File: config.mk
export PLATFORM = sky130hd
export DESIGN_NAME = regs_file_core
export DESIGN_NICKNAME = d
export VERILOG_FILES = /design/src/rtl/regs_file_core.sv
export SDC_FILE = /design/constraint.sdc
export NUM_CORES = 2
export LEC_CHECK = 0
export CORE_AREA = 2 2 372 374
export DETAILED_ROUTE_END_ITERATION = 12
export DIE_AREA = 0 0 374 376
export HOLD_SLACK_MARGIN = 0.05
export PLACE_DENSITY = 0.54
export SLEW_MARGIN = 20
export SYNTH_ARGS = -nofsm -noshare
export SYNTH_HDL_FRONTEND = slang
export SYNTH_SLANG_ARGS = --single-unit
File: constraint.sdc
create_clock -name clk -period 4.3 [get_ports clk]
set_input_delay 0.86 -clock clk [delete_from_list [all_inputs] [get_ports clk]]
set_output_delay 0.86 -clock clk [all_outputs]
set_load 0.01 [all_outputs]
File: src/rtl/regs_file_core.sv
// Purpose  : 32 x 32 general-purpose register file, r0 hardwired to zero.
// Latency  : reads are combinational (0 cycles); writes commit on the rising clk edge.
// Backpres.: none; a write is accepted on every edge where we=1.
//
// Ports:
//   clk            - clock, all state changes on its rising edge
//   rst            - synchronous active-high reset, clears r1..r31, wins over we
//   we             - write enable
//   reg_Rd_addr_A  - read address, port A (Rs/Rd)
//   reg_Rt_addr_B  - read address, port B (Rt)
//   reg_Wt_addr    - write address (writes to 0 are dropped)
//   wdata          - write data
//   rdata_A/B      - read data for port A/B
//
// Build option: define REGS_WR_BYPASS_EN to forward wdata to a read port that
// addresses the register being written in the same cycle (never for r0, never
// while rst=1). Without it, reads return stored contents only.
module regs_file_core #(
    parameter int DATA_W = 32,
    parameter int ADDR_W = 5
) (
    input  logic              clk,
    input  logic              rst,
    input  logic              we,
    input  logic [ADDR_W-1:0] reg_Rd_addr_A,
    input  logic [ADDR_W-1:0] reg_Rt_addr_B,
    input  logic [ADDR_W-1:0] reg_Wt_addr,
    input  logic [DATA_W-1:0] wdata,
    output logic [DATA_W-1:0] rdata_A,
    output logic [DATA_W-1:0] rdata_B
);

    localparam int NREGS = 2 ** ADDR_W;

    // Entry 0 exists only to keep the array indexable by any address; it is
    // never written outside reset and never read, so it optimises away.
    logic [DATA_W-1:0] regs_q [NREGS];

    always_ff @(posedge clk) begin
        if (rst) begin
            for (int i = 0; i < NREGS; i++) begin
                regs_q[i] <= '0;
            end
        end else if (we && (reg_Wt_addr != '0)) begin
            regs_q[reg_Wt_addr] <= wdata;
        end
    end

`ifdef REGS_WR_BYPASS_EN
    // A write that will actually land this edge; forwarded to matching readers
    // so decode sees the writeback value without waiting a cycle.
    logic wr_hit;
    assign wr_hit = !rst && we && (reg_Wt_addr != '0);
`endif

    always_comb begin
        rdata_A = '0;
        rdata_B = '0;
        if (reg_Rd_addr_A != '0) begin
            rdata_A = regs_q[reg_Rd_addr_A];
        end
        if (reg_Rt_addr_B != '0) begin
            rdata_B = regs_q[reg_Rt_addr_B];
        end
`ifdef REGS_WR_BYPASS_EN
        // wr_hit already excludes address 0, so r0 keeps reading zero.
        if (wr_hit && (reg_Rd_addr_A == reg_Wt_addr)) begin
            rdata_A = wdata;
        end
        if (wr_hit && (reg_Rt_addr_B == reg_Wt_addr)) begin
            rdata_B = wdata;
        end
`endif
    end

endmodule

==> run summary <==
Result of the run = finished with violations
Violations in the final reports = setup timing
Type of the worst setup path = in -> out
Worst-path fanout max = 10
Cells after DPL = 5403
Combinational group power = 3.41 mW
Reg power frac = 46.5%
Routing usage on met1 = 37.1%
Worst setup SP type = input port
Cts bufs inserted = 115
Total negative slack = -21.6 ps
#FFs+latches synth = 1024
Floorplan-stage core utilization = 39.7%
Crit path buffers/inverters = 4
Final hold viol count = 0
Clock buffer cells = 139
Overall overflow remaining after global route = 0
Post-synth top area cell = sky130_fd_sc_hd__edfxtp_1
Family with the most delay on the worst path = buffers and inverters
Setup repair after global routing missed its margin = yes
Antenna-violating nets left = 0
Number of DRC markers after the initial detailed-route iteration = 3789
Port Buffer Count = 113
Final setup violation count = 1
Cell Type Count = 42
GR Util met2 = 44.0%
Row Count = 136
Max-cap viol count = 0
Top-area cell type share of the netlist area = 56.7%
CTS Hold Bufs = 0
Setup crit start = reg_Rd_addr_A[3]
Average vias per placed instance = 6.05
Clock tree root driver cell = sky130_fd_sc_hd__clkbuf_16
GRT Overall Usage = 27.3%
Multi-input gate area in the final layout = 22400 sq um
Length of the first detailed-routing pass in iterations = 6
Total internal power = 19.1 mW
Post-place setup slack = -408 ps
Final Worst Setup Slack = -21.6 ps
Number of global-route vias before repair = 35200
Critical path endpoint category = primary output
Wire length on met1 = 78400 um
Non-CTS buffers = 464
Largest stage delay on the critical path = 690 ps
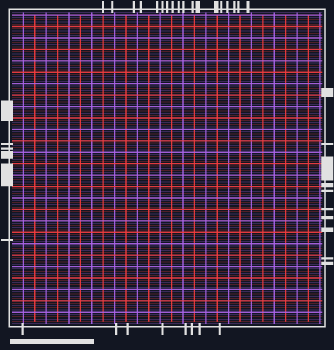
**Above:** power grid.
Scale bar: 100 um. Pins as bars on the die edge.
legend:
  VSS:
    color: purple
  VDD:
    color: red
met5 straps: 27
signal pins: 114
met4 straps: 27
rows: 136
met1 rails: 137
die height: 376 um
VDD IR-drop max: 0.342 mV
die width: 374 um
Core Region: 137000 sq um

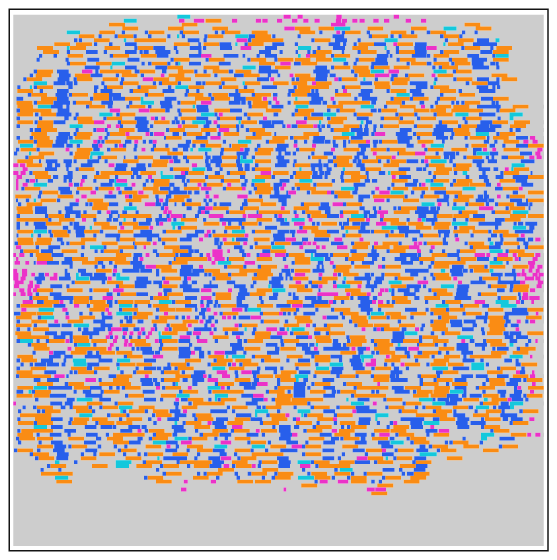
**Above:** cell classes on the final placement.
Fill, decap, tap and diode cells in gray.
legend:
  remaining buffers and delay cells:
    color: magenta
    cells: 464
  registers:
    color: orange
    cells: 1024
  remaining logic cells:
    color: blue
    cells: 2122
  clock drivers and dummy loads:
    color: cyan
    cells: 214
final design utilization: 46.9%
flop share of the area: 48.0%
cell area after layout: 64100 sq um

Power is estimated from default activity; no workload was simulated.
